===== src/rtl/clk_div_pkg.sv =====
// Shared types and helpers for the programmable clock divider bank.
// Effective divisor clamps 0/1 to MIN_DIV; high phase gets the extra cycle on odd divisors.
package clk_div_pkg;

  typedef enum logic {
    IDLE = 1'b0,
    RUN  = 1'b1
  } chan_state_e;

  localparam int unsigned MIN_DIV = 2;

  function automatic int unsigned eff_div(input int unsigned div);
    return (div < MIN_DIV) ? MIN_DIV : div;
  endfunction

  function automatic int unsigned high_cnt(input int unsigned div);
    int unsigned d;
    d = eff_div(div);
    return d - (d / 2);
  endfunction

endpackage


===== src/rtl/clk_div_chan.sv =====
// One divider channel: IDLE/RUN FSM, period counter and double-buffered divisor.
// All outputs are registered; a new divisor only lands on a period boundary or a sync restart.
module clk_div_chan
  import clk_div_pkg::*;
#(
  parameter int unsigned DIV_W       = 16,
  parameter int unsigned DEFAULT_DIV = 2
) (
  input  logic             clk_i,
  input  logic             reset_i,
  input  logic             en_i,
  input  logic             load_i,
  input  logic [DIV_W-1:0] div_i,
  input  logic             sync_i,
  output logic             clk_o,
  output logic             tick_o,
  output logic             run_o
);

  chan_state_e      state_q, state_d;
  logic [DIV_W-1:0] count_q, count_d;
  logic [DIV_W-1:0] div_act_q, div_act_d;
  logic [DIV_W-1:0] div_pend_q, div_pend_d;
  logic             pend_vld_q, pend_vld_d;
  logic             clk_q, clk_d;
  logic             tick_q, tick_d;

  logic [DIV_W-1:0] d_eff;
  logic [DIV_W-1:0] h_cnt;
  logic [DIV_W-1:0] cnt_inc;
  logic             last;

  assign d_eff   = DIV_W'(eff_div(32'(div_act_q)));
  assign h_cnt   = DIV_W'(high_cnt(32'(div_act_q)));
  assign cnt_inc = count_q + 1'b1;
  assign last    = (count_q == (d_eff - 1'b1));

  always_comb begin
    state_d    = state_q;
    count_d    = count_q;
    div_act_d  = div_act_q;
    div_pend_d = div_pend_q;
    pend_vld_d = pend_vld_q;
    clk_d      = clk_q;
    tick_d     = 1'b0;

    case (state_q)
      IDLE: begin
        count_d = '0;
        clk_d   = 1'b0;
        if (load_i) begin
          div_act_d  = div_i;
          pend_vld_d = 1'b0;
        end
        if (en_i) begin
          state_d = RUN;
          clk_d   = 1'b1;
          tick_d  = 1'b1;
        end
      end

      RUN: begin
        // Sync restarts the period exactly like a boundary, but from any count.
        if (sync_i || last) begin
          count_d = '0;
          if (en_i) begin
            clk_d  = 1'b1;
            tick_d = 1'b1;
            if (pend_vld_q) begin
              div_act_d  = div_pend_q;
              pend_vld_d = 1'b0;
            end
          end else begin
            state_d = IDLE;
            clk_d   = 1'b0;
          end
        end else begin
          count_d = cnt_inc;
          clk_d   = (cnt_inc < h_cnt);
        end

        if (load_i) begin
          if (sync_i) begin
            div_act_d  = div_i;
            pend_vld_d = 1'b0;
          end else begin
            div_pend_d = div_i;
            pend_vld_d = 1'b1;
          end
        end
      end

      default: begin
        state_d = IDLE;
        count_d = '0;
        clk_d   = 1'b0;
      end
    endcase
  end

  always_ff @(posedge clk_i) begin
    if (reset_i) begin
      state_q    <= IDLE;
      count_q    <= '0;
      div_act_q  <= DIV_W'(DEFAULT_DIV);
      div_pend_q <= '0;
      pend_vld_q <= 1'b0;
      clk_q      <= 1'b0;
      tick_q     <= 1'b0;
    end else begin
      state_q    <= state_d;
      count_q    <= count_d;
      div_act_q  <= div_act_d;
      div_pend_q <= div_pend_d;
      pend_vld_q <= pend_vld_d;
      clk_q      <= clk_d;
      tick_q     <= tick_d;
    end
  end

  assign clk_o  = clk_q;
  assign tick_o = tick_q;
  assign run_o  = (state_q == RUN);

endmodule


===== src/rtl/clk_div_bank.sv =====
// Bank of NUM_CH independent programmable clock dividers sharing one reference clock.
// Channels interact only through the common sync_i restart.
module clk_div_bank
  import clk_div_pkg::*;
#(
  parameter int unsigned NUM_CH      = 4,
  parameter int unsigned DIV_W       = 16,
  parameter int unsigned DEFAULT_DIV = 2
) (
  input  logic                    clk_i,
  input  logic                    reset_i,
  input  logic [NUM_CH-1:0]       en_i,
  input  logic [NUM_CH-1:0]       load_i,
  input  logic [NUM_CH*DIV_W-1:0] div_i,
  input  logic                    sync_i,
  output logic [NUM_CH-1:0]       clk_o,
  output logic [NUM_CH-1:0]       tick_o,
  output logic [NUM_CH-1:0]       run_o
);

  for (genvar n = 0; n < NUM_CH; n++) begin : g_chan
    clk_div_chan #(
      .DIV_W       (DIV_W),
      .DEFAULT_DIV (DEFAULT_DIV)
    ) u_chan (
      .clk_i   (clk_i),
      .reset_i (reset_i),
      .en_i    (en_i[n]),
      .load_i  (load_i[n]),
      .div_i   (div_i[n*DIV_W +: DIV_W]),
      .sync_i  (sync_i),
      .clk_o   (clk_o[n]),
      .tick_o  (tick_o[n]),
      .run_o   (run_o[n])
    );
  end

endmodule

===== config.mk =====
export PLATFORM = sky130hd
export DESIGN_NAME = clk_div_bank
export DESIGN_NICKNAME = d
export VERILOG_FILES = /design/src/rtl/clk_div_pkg.sv /design/src/rtl/clk_div_chan.sv /design/src/rtl/clk_div_bank.sv
export SDC_FILE = /design/constraint.sdc
export NUM_CORES = 1
export LEC_CHECK = 0
export CAP_MARGIN = 20
export CELL_PAD_IN_SITES_DETAIL_PLACEMENT = 2
export CELL_PAD_IN_SITES_GLOBAL_PLACEMENT = 2
export CORE_MARGIN = 1
export CORE_UTILIZATION = 34
export DETAILED_ROUTE_END_ITERATION = 8
export GPL_TIMING_DRIVEN = 0
export MAX_ROUTING_LAYER = met4
export PLACE_DENSITY = 0.81
export SYNTH_ARGS = -nofsm -noshare
export SYNTH_HDL_FRONTEND = slang
export SYNTH_SLANG_ARGS = --single-unit

===== constraint.sdc =====
create_clock -name clk_i -period 4.4 [get_ports clk_i]
set_input_delay 0.88 -clock clk_i [delete_from_list [all_inputs] [get_ports clk_i]]
set_output_delay 0.88 -clock clk_i [all_outputs]
set_load 0.03 [all_outputs]

==> results.sh, run 1 <==
# physical design summary
export IMPL_status="finished, violations left"
export IMPL_violations="DRC, setup timing"
export IMPL_topCellsByArea="dfxtp_1 (26%), ha_1 (15%), xnor2_1 (7.6%)"
export IMPL_cts_clk_slew_worst_paths_ns=0.06
export IMPL_critPathMaxStageDelay_ns=0.44
export IMPL_syn_inst=1978
export IMPL_ys_chip_area_um2=16100
export IMPL_hold_class="register to register"
export IMPL_gp_congestion=0.847
export IMPL_highest_layer="met4"
export IMPL_grt_pass1_vias=16800
export IMPL_path_max_fanout=2
export IMPL_dpl_cell_count=2670
export IMPL_finalSetupViolations=2
export IMPL_die_area_um2=48400
export IMPL_dr_pass1_iters=8
export IMPL_whs_path_depth=2
export IMPL_synthAoiAreaFrac_pct=16.2
export IMPL_reg2reg_depth=21
export IMPL_inverters=129
export IMPL_setup_tns_ns=-0.418
export IMPL_cp_data_arrival_time_ns=5.11
export IMPL_top_cell_area_share_pct=25.8
export IMPL_timing_critical_path_buf_inv=4
export IMPL_power_w=0.00670
export IMPL_r2r_slack_ns=-0.29
export IMPL_cp_slowest_cell="or4b_4"
export IMPL_netlist_area_um2=16100
export IMPL_combinationalPower_w=0.00243
export IMPL_crit_type="register to register"
export IMPL_wl_per_cell_um=22.9
export IMPL_buf_share_pct=9.72
export IMPL_required_ns=4.82
export IMPL_die_h_um=220
export IMPL_drtAntennaViolNets=0
export IMPL_timing_final_ws_setup_ns=-0.292
export IMPL_fin_nets=2415
export IMPL_fin_crit_sh_pct=107
export IMPL_ys_cells=1978
export IMPL_edf_count=0
export IMPL_worstReg2RegEnd="g_chan[3].u_chan.clk_o"
export IMPL_cts_root_buf="clkbuf_16"
export IMPL_logic_area_um2=11700
export IMPL_min_from="g_chan[0].u_chan.div_pend_q[11]"
export IMPL_p_seq_w=0.00211
export IMPL_dp_worst_setup_slack_ns=-1.34
export IMPL_clockBufferDepth=3
export IMPL_reg2reg_from="g_chan[3].u_chan.div_act_q[15]"
export IMPL_drt_iter0_markers=629
export IMPL_use_met2_pct=44.7
export IMPL_clk_latency_ns=0.58
export IMPL_io_buffers=85
export IMPL_layout_top_cell="nand2_1"
export IMPL_grt_ovfl_total=0
export IMPL_postCtsSetupRepairBufs=30
export IMPL_route_met3_wl_mm=1.85
export IMPL_yosysSeqAreaShare_pct=25.8
export IMPL_hold_path_endpoint="g_chan[0].u_chan.div_pend_q[11]"
export IMPL_drc_errors=14
export IMPL_critical_path_top_delay_family="AND-OR/OR-AND gates"
export IMPL_top_area_cell="dfxtp_1"
export IMPL_slew_headroom_pct=29.3
export IMPL_comb_share_pct=58.6
export IMPL_initial_core_util_pct=34.6
export IMPL_cts_sinks=208
export IMPL_cp_num_cells=21
export IMPL_tightest_slew_ns=1.06
export IMPL_die_width_um=220
export IMPL_rsz0062_at_grt="yes"
export IMPL_grt_max_degree=13
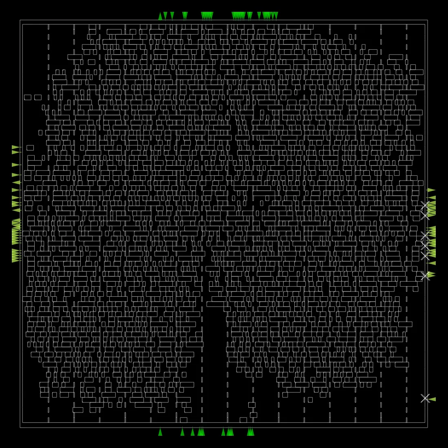
*Cell placement, run 1*
Seq/total area: 21.2%
fin cells: 2769
row count: 79
core area: 46700 um2

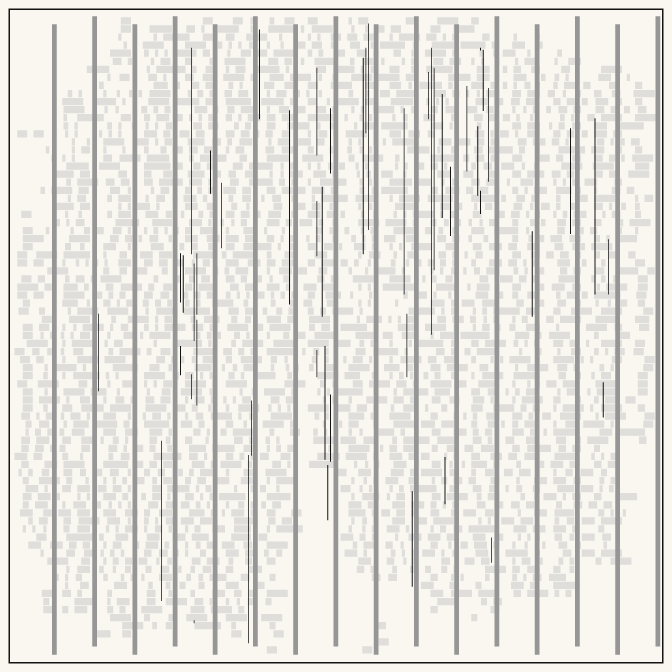
*The metal 4 layer, run 1*
Supply wires on this layer in gray. Cells faint in the background.
nets with wire on the layer = 34
longest straight run = 96.6 um
main direction = vertical
share of all routed wire = 2.4%
wire length on this layer = 1500 um
final WL: 63.3 mm
total number of vias: 15300

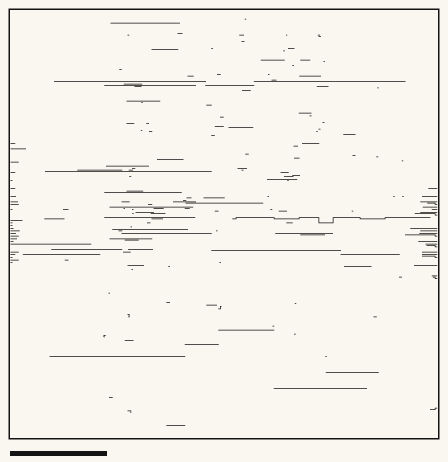
*Signal wires on met3, run 1*
The bar under the picture is 50 um long.
wire length on this layer = 1850 um
longest straight run = 85.3 um
GR met3 Demand/Resource: 2.73%

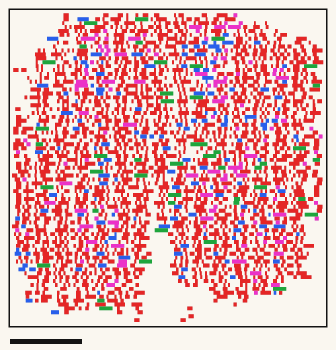
*Drive-strength map, run 1*
The bar under the picture is 50 um long.
magenta -> _3 and _4 cells  # cells 125, share 5.8%, most used buf_4
blue -> _2 cells  # cells 142, share 6.6%, most used a2111oi_2
green -> _6 and larger  # cells 44, share 2.0%, most used clkbuf_16
red -> _0 and _1 cells  # cells 1851, share 86%, most used nand2_1
Final WS setup: -0.292 ns
design area: 19900 um2
Layout area overhead: 23.1%
Non-clk bufs: 265

### Signal wires by layer, run 1

The bar under the picture is 50 um long.
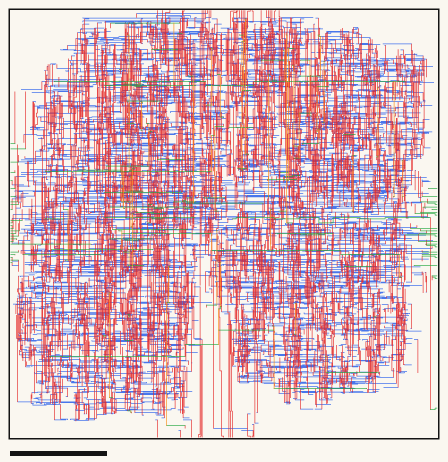

## Run 2: what changed since run 1
--- a/config.mk
+++ b/config.mk
@@ -10,8 +10,8 @@
 export CELL_PAD_IN_SITES_GLOBAL_PLACEMENT = 2
 export CORE_MARGIN = 1
 export CORE_UTILIZATION = 34
+export CTS_CLUSTER_DIAMETER = 40
 export DETAILED_ROUTE_END_ITERATION = 8
-export GPL_TIMING_DRIVEN = 0
 export MAX_ROUTING_LAYER = met4
 export PLACE_DENSITY = 0.81
 export SYNTH_ARGS = -nofsm -noshare
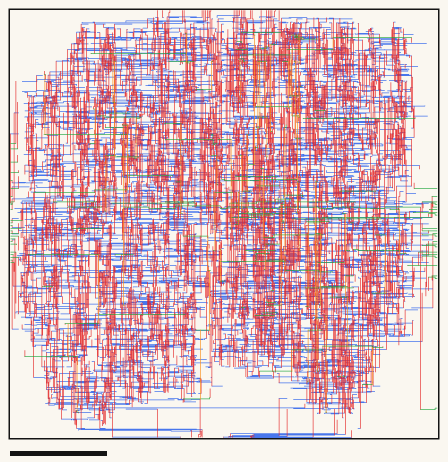
*Signal wires by layer, run 2*
The bar under the picture is 50 um long.
orange -> metal 4  # wire length 1830 um
green -> metal 3  # wire length 1980 um
red -> metal 2  # wire length 33.2 mm
blue -> metal 1  # wire length 27.5 mm
gr usage total: 26.0%
total number of vias: 15400
DR WL/cell: 23.2 um

==> run 2 against run 1 <==
  * Flip-flop count stayed put
  * Clock skew up 0.025 ns
  * Largest cell class unchanged
  * Non-clock buffer count is 25 lower
  * Synthesized area did not move
  * Clock-buffer cell count rose by 16
  * The run still ends with DRC, setup timing left
  * Critical path type unchanged
  * Critical path depth shrank 1
==> results.sh, run 2 <==
# physical design summary
export IMPL_cp_data_arrival_time_ns=5.04
export IMPL_violations="DRC, setup timing"
export IMPL_cts_root_buf="clkbuf_16"
export IMPL_hold_path_endpoint="g_chan[2].u_chan.div_pend_q[5]"
export IMPL_drc_errors=14
export IMPL_ys_cells=1978
export IMPL_logic_area_um2=11400
export IMPL_edf_count=0
export IMPL_critical_path_top_delay_family="AND-OR/OR-AND gates"
export IMPL_fin_nets=2409
export IMPL_power_w=0.00844
export IMPL_use_met2_pct=45.8
export IMPL_seq_area_share_pct=20.3
export IMPL_cp_slowest_cell="or3_4"
export IMPL_topCellsByArea="dfxtp_1 (26%), ha_1 (15%), xnor2_1 (7.6%)"
export IMPL_clk_latency_ns=0.59
export IMPL_slew_headroom_pct=38.0
export IMPL_whs_path_depth=2
export IMPL_highest_layer="met4"
export IMPL_status="finished, violations left"
export IMPL_r2r_slack_ns=-0.18
export IMPL_synthAoiAreaFrac_pct=16.2
export IMPL_coreArea_um2=46700
export IMPL_buf_share_pct=10.1
export IMPL_combinationalPower_w=0.00253
export IMPL_io_buffers=86
export IMPL_layout_top_cell="nand2_1"
export IMPL_wl_mm=64.4
export IMPL_cts_clk_slew_worst_paths_ns=0.05
export IMPL_p_seq_w=0.00205
export IMPL_top_cell_area_share_pct=25.8
export IMPL_hold_class="register to register"
export IMPL_top_area_cell="dfxtp_1"
export IMPL_grt_max_degree=78
export IMPL_timing_critical_path_buf_inv=2
export IMPL_required_ns=4.86
export IMPL_route_met3_wl_mm=1.98
export IMPL_reg2reg_from="g_chan[1].u_chan.div_act_q[14]"
export IMPL_cp_num_cells=20
export IMPL_min_from="g_chan[2].u_chan.div_pend_q[5]"
export IMPL_grt_pass1_vias=17300
export IMPL_critPathMaxStageDelay_ns=0.42
export IMPL_final_area_um2=20600
export IMPL_inverters=129
export IMPL_dp_worst_setup_slack_ns=-0.367
export IMPL_rows=79
export IMPL_finalSetupViolations=2
export IMPL_timing_final_ws_setup_ns=-0.177
export IMPL_syn_inst=1978
export IMPL_initial_core_util_pct=34.6
export IMPL_gp_congestion=0.854
export IMPL_die_width_um=220
export IMPL_signal_buffers=240
export IMPL_drtAntennaViolNets=0
export IMPL_ys_chip_area_um2=16100
export IMPL_grt_use_met3_pct=3.20
export IMPL_crit_type="register to register"
export IMPL_path_max_fanout=3
## Run 3: what changed since run 2
==> constraint.sdc (replaced) <==
create_clock -name clk_i -period 4.4 [get_ports clk_i]
set_input_delay 0.88 -clock clk_i [delete_from_list [all_inputs] [get_ports clk_i]]
set_output_delay 0.88 -clock clk_i [all_outputs]
set_load 0.05 [all_outputs]
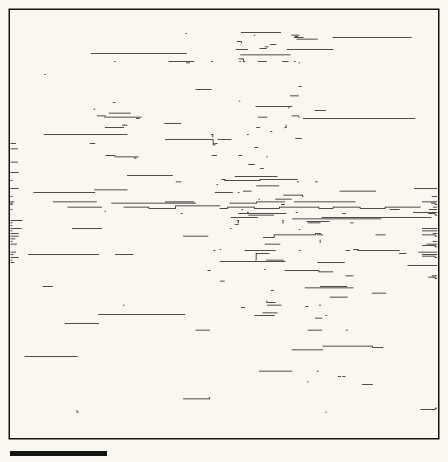
*Signal wires on met3, run 3*
The bar under the picture is 50 um long.
wire length on this layer = 1980 um
share of all routed wire = 3.1%
final WL: 64.4 mm
GR met3 Demand/Resource: 3.20%

==> run 3 against run 2 <==
  * The run still ends with DRC, setup timing left
  * Routed wire length stayed put
  * Flip-flop count stayed put
  * Clock skew stayed put
  * Synthesized cell count stayed put
  * Power is 0.13% higher
  * Setup slack stayed put
  * Clock-buffer cell count stayed put
  * Cell area stayed put
  * Largest power group unchanged
==> results.sh, run 3 <==
# physical design summary
export IMPL_gp_congestion=0.854
export IMPL_logic_area_um2=11400
export IMPL_initial_core_util_pct=34.6
export IMPL_worstReg2RegEnd="g_chan[1].u_chan.clk_o"
export IMPL_critical_path_top_delay_family="AND-OR/OR-AND gates"
export IMPL_top_cell_area_share_pct=25.8
export IMPL_comb_share_pct=55.4
export IMPL_route_vias_total=15400
export IMPL_violations="DRC, setup timing"
export IMPL_route_met3_wl_mm=1.98
export IMPL_grt_ovfl_total=0
export IMPL_status="finished, violations left"
export IMPL_use_met2_pct=45.8
export IMPL_die_width_um=220
export IMPL_hold_class="register to register"
export IMPL_netlist_area_um2=16100
export IMPL_slew_headroom_pct=38.0
export IMPL_die_area_um2=48400
export IMPL_setup_tns_ns=-0.186
export IMPL_timing_final_ws_setup_ns=-0.177
export IMPL_cts_sinks=208
export IMPL_synthAoiAreaFrac_pct=16.2
export IMPL_inverters=129
export IMPL_fin_crit_sh_pct=104
export IMPL_fin_nets=2409
export IMPL_crit_type="register to register"
export IMPL_syn_inst=1978
export IMPL_cp_data_arrival_time_ns=5.04
export IMPL_layout_top_cell="nand2_1"
export IMPL_finalSetupViolations=2
export IMPL_drt_iter0_markers=636
export IMPL_buf_share_pct=10.1
export IMPL_die_h_um=220
export IMPL_whs_path_depth=2
export IMPL_drc_errors=14
export IMPL_fin_cells=2778
export IMPL_cts_clk_slew_worst_paths_ns=0.05
export IMPL_required_ns=4.86
export IMPL_tightest_slew_ns=0.929
No activity file was given, so power comes from the tool's default toggle rates.
